[config.mk]
export PLATFORM = sky130hd
export DESIGN_NAME = frame_tx_1101_flat
export DESIGN_NICKNAME = d
export VERILOG_FILES = /design/src/rtl/frame_tx_1101_if.sv /design/src/rtl/frame_tx_1101.sv /design/src/flat_wrapper.sv
export SDC_FILE = /design/constraint.sdc
export NUM_CORES = 1
export LEC_CHECK = 0
export ABC_CLOCK_PERIOD_IN_PS = 1800
export CAP_MARGIN = 5
export CORE_ASPECT_RATIO = 1.2
export CORE_MARGIN = 2
export CORE_UTILIZATION = 45
export CTS_CLUSTER_SIZE = 25
export DETAILED_ROUTE_END_ITERATION = 16
export DONT_BUFFER_PORTS = 1
export MAX_ROUTING_LAYER = met4
export RECOVER_POWER = 100
export SKIP_LAST_GASP = 1
export SLEW_MARGIN = 20
export SYNTH_ARGS = -nofsm -noshare
export SYNTH_HDL_FRONTEND = slang
export SYNTH_SLANG_ARGS = --single-unit
[constraint.sdc]
create_clock -name clk -period 1.8 [get_ports clk]
set_clock_uncertainty 0.2 [all_clocks]
set_input_delay 0.36 -clock clk [delete_from_list [all_inputs] [get_ports clk]]
set_output_delay 0.36 -clock clk [all_outputs]
set_load 0.05 [all_outputs]
[src/rtl/frame_tx_1101_if.sv]
// Payload handshake between a word source and the 1101 frame transmitter.
interface frame_tx_1101_if #(
   parameter int unsigned DATA_W = 8
) ();
   logic [DATA_W-1:0] data;
   logic              valid;
   logic              ready;

   modport master (output data, output valid, input ready);
   modport slave  (input data, input valid, output ready);
endinterface

[src/rtl/frame_tx_1101.sv]
// Serial frame transmitter: sync 1101, then the payload MSB first with zero
// stuffing so that 1101 only ever appears at the frame start.
module frame_tx_1101 #(
   parameter int unsigned DATA_W = 8,
   parameter int unsigned GAP    = 2
) (
   input  logic            clk,
   input  logic            reset,
   frame_tx_1101_if.slave  s,
   output logic            y,
   output logic            busy
);

   localparam int unsigned CNT_W  = 5;
   localparam int unsigned GAP_W  = 4;
   localparam logic [3:0]  SYNC_PAT = 4'b1011;  // indexed by sync_cnt: 1,1,0,1

   typedef enum logic [1:0] {
      ST_IDLE,
      ST_SYNC,
      ST_DATA,
      ST_GAP
   } state_t;

   // Mirror of the downstream 1101 detector over the transmitted bits
   typedef enum logic [1:0] {
      SH_S0,
      SH_S1,
      SH_S11,
      SH_S110
   } shadow_t;

   state_t            state;
   shadow_t           shadow;
   logic [1:0]        sync_cnt;
   logic [CNT_W-1:0]  bit_cnt;
   logic [GAP_W-1:0]  gap_cnt;
   logic [DATA_W-1:0] sr;
   logic              ready_q;

   assign s.ready = ready_q;

   function automatic shadow_t shadow_next(input shadow_t cur, input logic b);
      shadow_t nxt;
      nxt = SH_S0;
      case (cur)
         SH_S0:   nxt = b ? SH_S1  : SH_S0;
         SH_S1:   nxt = b ? SH_S11 : SH_S0;
         SH_S11:  nxt = b ? SH_S11 : SH_S110;
         default: nxt = SH_S0;
      endcase
      return nxt;
   endfunction

   always_ff @(posedge clk or negedge reset) begin
      if (!reset) begin
         state    <= ST_IDLE;
         shadow   <= SH_S0;
         sync_cnt <= '0;
         bit_cnt  <= '0;
         gap_cnt  <= '0;
         sr       <= '0;
         y        <= 1'b0;
         ready_q  <= 1'b1;
         busy     <= 1'b0;
      end else begin
         case (state)
            ST_IDLE: begin
               y <= 1'b0;
               if (s.valid && ready_q) begin
                  sr       <= s.data;
                  y        <= SYNC_PAT[0];
                  sync_cnt <= 2'd1;
                  ready_q  <= 1'b0;
                  busy     <= 1'b1;
                  state    <= ST_SYNC;
               end
            end

            ST_SYNC: begin
               y        <= SYNC_PAT[sync_cnt];
               sync_cnt <= sync_cnt + 2'd1;
               if (sync_cnt == 2'd3) begin
                  shadow  <= SH_S1;
                  bit_cnt <= '0;
                  state   <= ST_DATA;
               end
            end

            ST_DATA: begin
               // A pending "110" gets a stuffed 0 before the next payload bit
               if (shadow == SH_S110) begin
                  y      <= 1'b0;
                  shadow <= SH_S0;
               end else begin
                  y       <= sr[DATA_W-1];
                  sr      <= sr << 1;
                  bit_cnt <= bit_cnt + CNT_W'(1);
                  shadow  <= shadow_next(shadow, sr[DATA_W-1]);
                  if (bit_cnt == CNT_W'(DATA_W - 1)) begin
                     gap_cnt <= '0;
                     state   <= ST_GAP;
                  end
               end
            end

            ST_GAP: begin
               // Ready rises in time for an accept on the edge after the last gap zero
               y       <= 1'b0;
               gap_cnt <= gap_cnt + GAP_W'(1);
               if (gap_cnt == GAP_W'(GAP - 1)) begin
                  ready_q <= 1'b1;
                  busy    <= 1'b0;
                  state   <= ST_IDLE;
               end
            end

            default: begin
               y       <= 1'b0;
               ready_q <= 1'b1;
               busy    <= 1'b0;
               state   <= ST_IDLE;
            end
         endcase
      end
   end

endmodule

[src/flat_wrapper.sv]
// flat-port wrapper written by rule: the top's interface ports become plain ports
module frame_tx_1101_flat 
#(
   parameter int unsigned DATA_W = 8,
   parameter int unsigned GAP    = 2
)
  (clk, reset, y, busy, s_data, s_valid, s_ready);
  frame_tx_1101_if #(.DATA_W(DATA_W)) s_i ();
  input  logic clk;
  input  logic reset;
  output logic y;
  output logic busy;
  input wire logic [$bits(s_i.data)-1:0] s_data;
  input wire logic [$bits(s_i.valid)-1:0] s_valid;
  output wire logic [$bits(s_i.ready)-1:0] s_ready;
  assign s_i.data = s_data;
  assign s_i.valid = s_valid;
  assign s_ready = s_i.ready;
  frame_tx_1101 #(.DATA_W(DATA_W), .GAP(GAP)) u_core (.clk(clk), .reset(reset), .s(s_i), .y(y), .busy(busy));
endmodule
==> run_1/metal_stack.png <==
Two of the layers only.
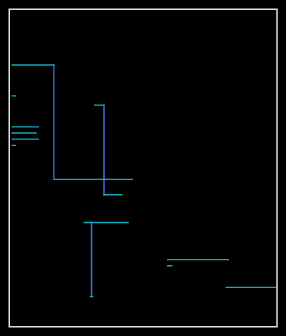
layer	colour	wire length
met3	cyan	85.6 µm
met4	blue	61.2 µm

==> run_1/final_congestion.png <==
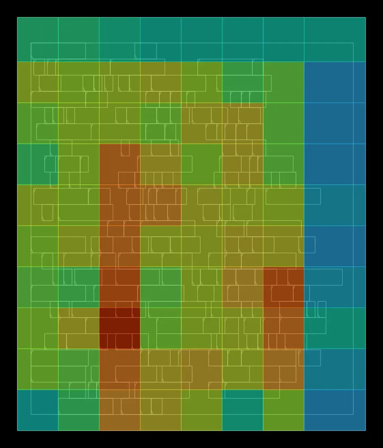
Final Core Density: 57.44%
Total Routing Usage GR: 18.83%
average wire per standard cell: 15.26 µm
M1 GR Usage: 24.22%

==> flow_summary.json, run 1 <==
{
  "outcome": "finished clean",
  "cts_tree": "yes",
  "grt_setup_unrepaired": "yes",
  "end_kind": "flop",
  "reg2reg_slack_ns": 0.04,
  "layout_top_cells": "24 x dfrtp_1, 21 x buf_4, 14 x mux2i_1",
  "core_util_floorplan_pct": 47.49,
  "vias_per_cell": 5.668,
  "cp_max_fo": 18,
  "grt_max_degree": 27,
  "crit_arrival_ns": 1.72,
  "wl_met2_mm": 1.748,
  "grt.busiest_layer": "met2",
  "critPathLaunchType": "flop",
  "fin_area_um2": 1951,
  "grt_pass1_vias": 1281,
  "yosysSeqAreaShare_pct": 40.42,
  "slew_headroom_pct": 55.34,
  "synthMuxAreaShare_pct": 10.32,
  "max_freq_mhz": 568.4,
  "startpoint": "u_core.state[1]",
  "die_y_um": 69.58,
  "rr_worst_depth": 5,
  "rows": 23,
  "area_growth_pct": 20.95,
  "ys_sh_aoi_pct": 16.99,
  "clockRootBuffer": "clkbuf_8",
  "cts_buffers": 3,
  "gp_congestion": 0.8229,
  "reg2reg_to": "u_core.state[1]",
  "hold_start": "s_data[0]",
  "clk_pin_slew_worst_paths_ns": 0.09,
  "synth-edff-count": 0,
  "crit_buf_inv": 1,
  "dpl.hpwl_mm": 2.471,
  "leakage_nw": 0.8749,
  "drive_above_1_share_pct": 26.34,
  "syn_nets": 184,
  "maxCapViolations": 0,
  "mostFrequentLayoutCell": "dfrtp_1",
  "vias": 1264,
  "layout.nonclk_buf_share_pct": 11.16,
  "postPlaceCellArea_um2": 1822,
  "num_tap_cells": 37,
  "common_cells": "25 x dfrtp_1, 14 x mux2i_1, 13 x a21oi_1, 13 x nor2_1, 11 x inv_1",
  "powerDensity_nw_per_um2": 2007,
  "grtUsageMet3_pct": 2.985,
  "worst-path-stages": 5,
  "wl_met1_mm": 1.507,
  "slew_viol_final": 0,
  "ys_cells": 163,
  "nFlopsAndLatches": 26,
  "cts_sinks": 26,
  "io_pins": 14,
  "warnings": 33,
  "antenna-diode-count": 0,
  "routed_wl_mm": 3.402,
  "clk_share_pct": 2.822,
  "comb_share_pct": 47.85,
  "drc": 0,
  "cp_slowest_cell": "dfrtp_2",
  "design.core.area_um2": 3396,
  "ys_top_logic_family": "simple AND/OR/NAND/NOR gates",
  "whs_ns": 0.03246,
  "grt_pass1_wl_mm": 5.782,
  "antenna_found_initial": 0,
  "logic_gate_count": 118,
  "routed-wl-met3_um": 85,
  "cpLargestDelayFamily": "flip-flops",
  "final-setup-viol-count": 0,
  "layout.area.comb_um2": 933.4,
  "chipArea_um2": 4081,
  "syn-cell-area_um2": 1613,
  "ant_nets": 0,
  "crit_end": "u_core.state[1]",
  "seq-cell-share_pct": 33.48,
  "clk_latency_ns": 0.27,
  "yosys_warnings": 0,
  "required_ns": 1.76
}
==> run_1/met1.png <==
Bar = 20 µm. Supply wires on this layer in grey.
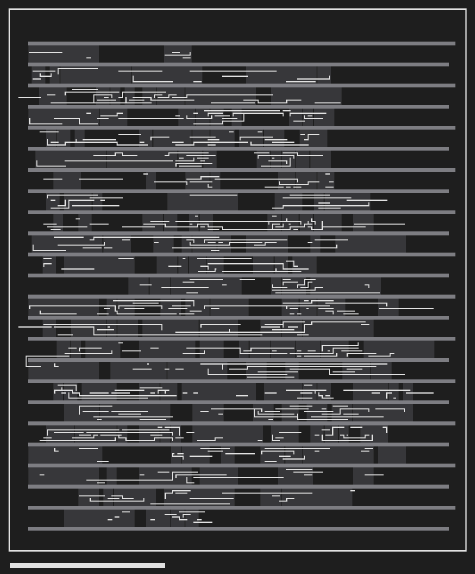
main direction	horizontal
nets with wire on the layer	184

==> run_1/met2.png <==
Bar = 20 µm.
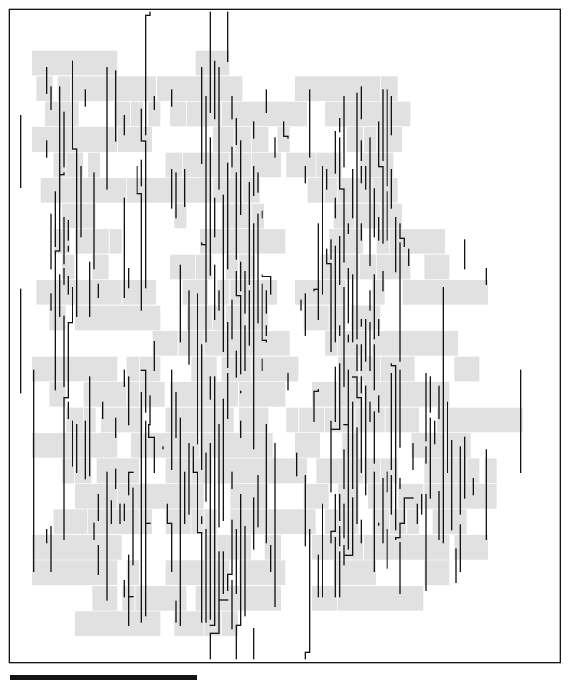
share of all routed wire	51%
main direction	vertical

==> run 1: power by group <==
part	internal [mW]	leakage [nW]	switching, mW	total (mW)
Clock	0.196	0.0288	0.188	0.384
Combinational	1.18	0.535	1.23	2.42
Sequential	0.854	0.311	0.262	1.12
==> run 1: flip-flops by register name, summed over array words and instances (netlist names) <==
name and count:
u_core.gap_cnt 4, u_core.s.ready 1, u_core.busy 1, u_core.state 2
u_core.sr 8, u_core.bit_cnt 5, u_core.sync_cnt 2, u_core.y 1
u_core.shadow 2
==> run 1: metrics by stage <==
stage	instances	power [mW]	setup slack (ns)
after global routing	223	4.237	-0.03307
after detailed placement	216	3.373	-0.05091
after floorplan	163	2.651	0.02744
after CTS	222	3.832	0.007999
final	223	3.916	0.04057
after global placement	216	3.286	0.005863
==> run_1/drive_strength.png <==
Bar = 20 µm.
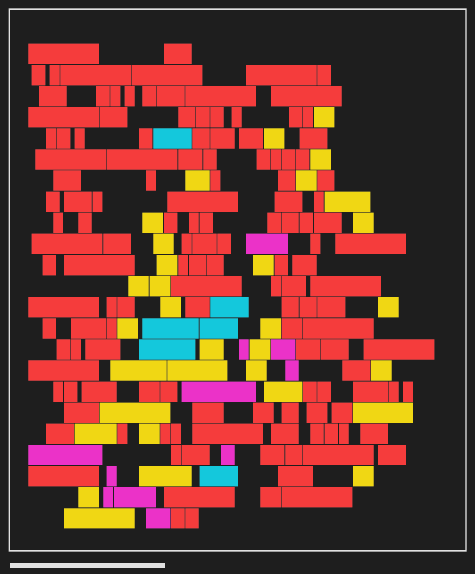

==> run 2, diff against run 1 <==
--- a/config.mk
+++ b/config.mk
@@ -5,7 +5,7 @@
 export SDC_FILE = /design/constraint.sdc
 export NUM_CORES = 1
 export LEC_CHECK = 0
-export ABC_CLOCK_PERIOD_IN_PS = 1800
+export ABC_CLOCK_PERIOD_IN_PS = 2100
 export CAP_MARGIN = 5
 export CORE_ASPECT_RATIO = 1.2
 export CORE_MARGIN = 2
==> constraint.sdc (replaced) <==
create_clock -name clk -period 2.1 [get_ports clk]
set_clock_uncertainty 0.2 [all_clocks]
set_input_delay 0.42 -clock clk [delete_from_list [all_inputs] [get_ports clk]]
set_output_delay 0.42 -clock clk [all_outputs]
set_load 0.05 [all_outputs]
==> run_2/drive_strength.png <==
Bar = 20 µm.
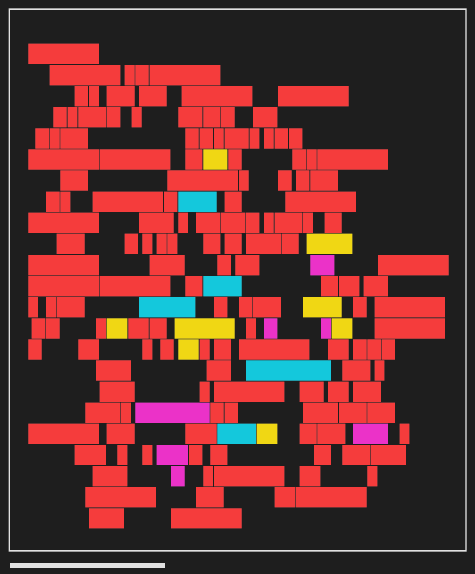
size	colour	cells	most used
drive 3 to 4	yellow	8	buf_4
drive 1 or less	red	148	dfrtp_1
drive 2	magenta	7	clkbuf_2
drive 6 and up	cyan	5	clkbuf_8

==> run 2 against run 1 <==
  * Die size is the same
  * Via count shrank 5.1%
  * Highest routed layer unchanged
  * Total power shrank 23%
  * Sequential share of layout area grew 3.8 points
  * Clock power grew 11%
  * Largest power group unchanged
  * Critical path depth is the same
  * Critical endpoint is now u_core.s.ready
  * Register-to-register slack gained 0.11 ns
==> flow_summary.json, run 2 <==
{
  "core_util_floorplan_pct": 47.49,
  "vias_per_cell": 5.849,
  "outcome": "finished clean",
  "p_int_mw": 1.682,
  "common_cells": "25 x dfrtp_1, 14 x mux2i_1, 13 x a21oi_1, 13 x nor2_1, 11 x inv_1",
  "powerDensity_nw_per_um2": 1717,
  "met1_usage_pct": 23.15,
  "worst-path-stages": 5,
  "wl_met1_mm": 1.507,
  "reg2reg_slack_ns": 0.15,
  "whs_ns": 0.09486,
  "slew_viol_final": 0,
  "cp_slowest_cell": "dfrtp_1",
  "postPlaceCellArea_um2": 1678,
  "end_kind": "flop",
  "reg2reg_to": "u_core.s.ready",
  "cts_buffers": 3,
  "combPwrFrac_pct": 52.5,
  "required_ns": 2.11,
  "grt_pass1_vias": 1257,
  "clockRootBuffer": "clkbuf_8",
  "drc": 0,
  "antenna_found_initial": 0,
  "leakage_nw": 0.7817,
  "grt_pass1_wl_mm": 5.809,
  "p_comb_mw": 1.58,
  "synth-edff-count": 0,
  "seq_power_share_pct": 33.2,
  "grt.busiest_layer": "met2",
  "p_sw_share_pct": 43.97,
  "rr_worst_depth": 5,
  "startpoint": "u_core.gap_cnt[0]",
  "track_usage_pct": 18.55,
  "largestRegisters": "u_core.sr (8), u_core.bit_cnt (5), u_core.gap_cnt (4)",
  "grt_max_degree": 27,
  "chipArea_um2": 4081,
  "final_cells": 205,
  "power_clock_uw": 428,
  "gp_congestion": 0.8302,
  "ant_nets": 0,
  "hold_start": "s_data[0]",
  "layout.area.comb_um2": 864.6,
  "die_y_um": 69.58,
  "area_growth_pct": 8.456,
  "syn_nets": 184,
  "design.core.area_um2": 3396,
  "place_ws_ns": 0.1488,
  "layout_top_cells": "25 x dfrtp_1, 14 x mux2i_1, 13 x nor2_1",
  "antenna-diode-count": 0,
  "clkPwrFrac_pct": 14.3,
  "final-setup-viol-count": 0,
  "cts_tree": "yes",
  "io_pins": 14,
  "cp_max_fo": 8,
  "cts_sinks": 26,
  "ys_cells": 163,
  "yosys_warnings": 0,
  "max_freq_mhz": 514.1,
  "clk_latency_ns": 0.28,
  "dpl.hpwl_mm": 2.316
}
-- run 2: area by class of cell --
| cell class | count | area share, % |
|---|---|---|
| Multi-Input combinational cell | 118 | 49.43 |
| Sequential cell | 26 | 37.27 |
| Timing Repair Buffer | 8 | 4.006 |
| Tap cell | 37 | 2.647 |
| Inverter | 12 | 2.575 |
| Clock buffer | 3 | 2.361 |
| Clock inverter | 1 | 1.717 |
-- run 2: kinds of logic (layout without fill, tap and decap cells) --
logic type / after synthesis / count (layout) / synth area share [%]
AND/OR/NAND/NOR: 52 / 52 / 18.77
flip-flops: 26 / 26 / 40.42
AND-OR/OR-AND: 39 / 39 / 16.99
multiplexers: 16 / 16 / 10.32
buffers and inverters: 19 / 24 / 5.198
adder cells (fa/ha/maj): 10 / 10 / 7.758
XOR/XNOR: 1 / 1 / 0.5432
==> run_2/final_congestion.png <==
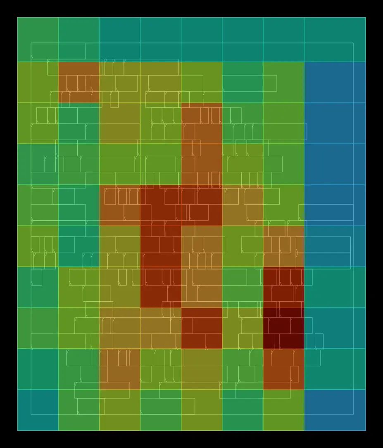

==> run 3, diff against run 2 <==
--- a/config.mk
+++ b/config.mk
@@ -9,11 +9,12 @@
 export CAP_MARGIN = 5
 export CORE_ASPECT_RATIO = 1.2
 export CORE_MARGIN = 2
-export CORE_UTILIZATION = 45
+export CORE_UTILIZATION = 67
 export CTS_CLUSTER_SIZE = 25
 export DETAILED_ROUTE_END_ITERATION = 16
 export DONT_BUFFER_PORTS = 1
 export MAX_ROUTING_LAYER = met4
+export PLACE_DENSITY = 0.83
 export RECOVER_POWER = 100
 export SKIP_LAST_GASP = 1
 export SLEW_MARGIN = 20
==> run_3/final_congestion.png <==
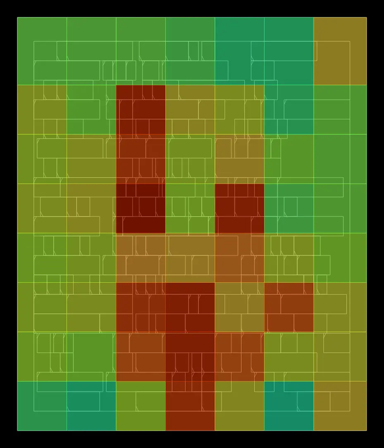
average wire per standard cell: 16.91 µm
Total Routing Usage GR: 27.08%

==> run 3 against run 2 <==
  * Via count grew 6.1%
  * Highest routed layer unchanged
  * Synthesized cell count unchanged
  * Largest power group unchanged
  * Core utilization grew 24 points
  * Total power is 0.12% lower
==> flow_summary.json, run 3 <==
{
  "grt.busiest_layer": "met2",
  "wl_met2_mm": 1.796,
  "outcome": "finished clean",
  "syn-cell-area_um2": 1613,
  "cpLargestDelayFamily": "flip-flops",
  "routed-wl-met3_um": 88,
  "yosys_warnings": 0,
  "dpl.hpwl_mm": 2.381,
  "clk_pin_slew_worst_paths_ns": 0.16,
  "io_pins": 14,
  "postPlaceCellArea_um2": 1658,
  "gp_congestion": 0.8505,
  "startpoint": "u_core.gap_cnt[0]",
  "design.core.area_um2": 2282,
  "dp_cells": 193,
  "p_int_mw": 1.621,
  "drc": 0,
  "die_y_um": 57.75,
  "seq_power_share_pct": 33.5,
  "vias": 1272,
  "hold_start": "s_data[0]",
  "ys_cells": 163,
  "required_ns": 2.18,
  "grt_setup_unrepaired": "no",
  "powerDensity_nw_per_um2": 1738,
  "p_sw_mw": 1.377,
  "combPwrFrac_pct": 54.3,
  "grt_pass1_wl_mm": 5.768,
  "mostFrequentLayoutCell": "dfrtp_1",
  "top_power_group": "combinational cells",
  "final-setup-viol-count": 0,
  "largestRegisters": "u_core.sr (8), u_core.bit_cnt (5), u_core.gap_cnt (4)",
  "regMostFlops": "u_core.sr",
  "warnings": 32,
  "antenna_found_initial": 0,
  "syn_nets": 184,
  "fin_area_um2": 1725,
  "wl_met1_mm": 1.404,
  "layout_top_cells": "25 x dfrtp_1, 14 x mux2i_1, 13 x nor2_1, 13 x a21oi_1, 12 x inv_1",
  "slew_viol_final": 0,
  "area_growth_pct": 6.982,
  "clkPwrFrac_pct": 12.2,
  "worst-path-stages": 5,
  "crit_end": "u_core.s.ready"
}
## run 3: cell counts after synthesis
No cell type changed its count.
## run 3: area by class of cell
type	count	area, µm²
Sequential cell	26	651.9
Clock inverter	1	30.03
Tap cell	31	38.79
Inverter	12	45.04
Clock buffer	3	22.52
Fill cell	166	556.8
Multi-Input combinational cell	118	874.6
Timing Repair Buffer	8	62.56
## run 3: repair_timing
action,4_1_cts,5_1_grt
buffers inserted,0,0
endpoints found under the hold margin,26,0
hold buffers,2,0
gates resized,0,2
endpoints found under the setup margin,0,6
## run 3: logic make-up after synthesis
logic type	Yosys count	share of synthesized area, %
and+or+nand+nor	52	18.77
AOI/OAI and AO/OA	39	16.99
DFF	26	40.42
buffers and inverters	19	5.198
muxes	16	10.32
adders and majority gates	10	7.758
xor gates and xnor gates	1	0.5432
No activity file was given, so power comes from the tool's default toggle rates.
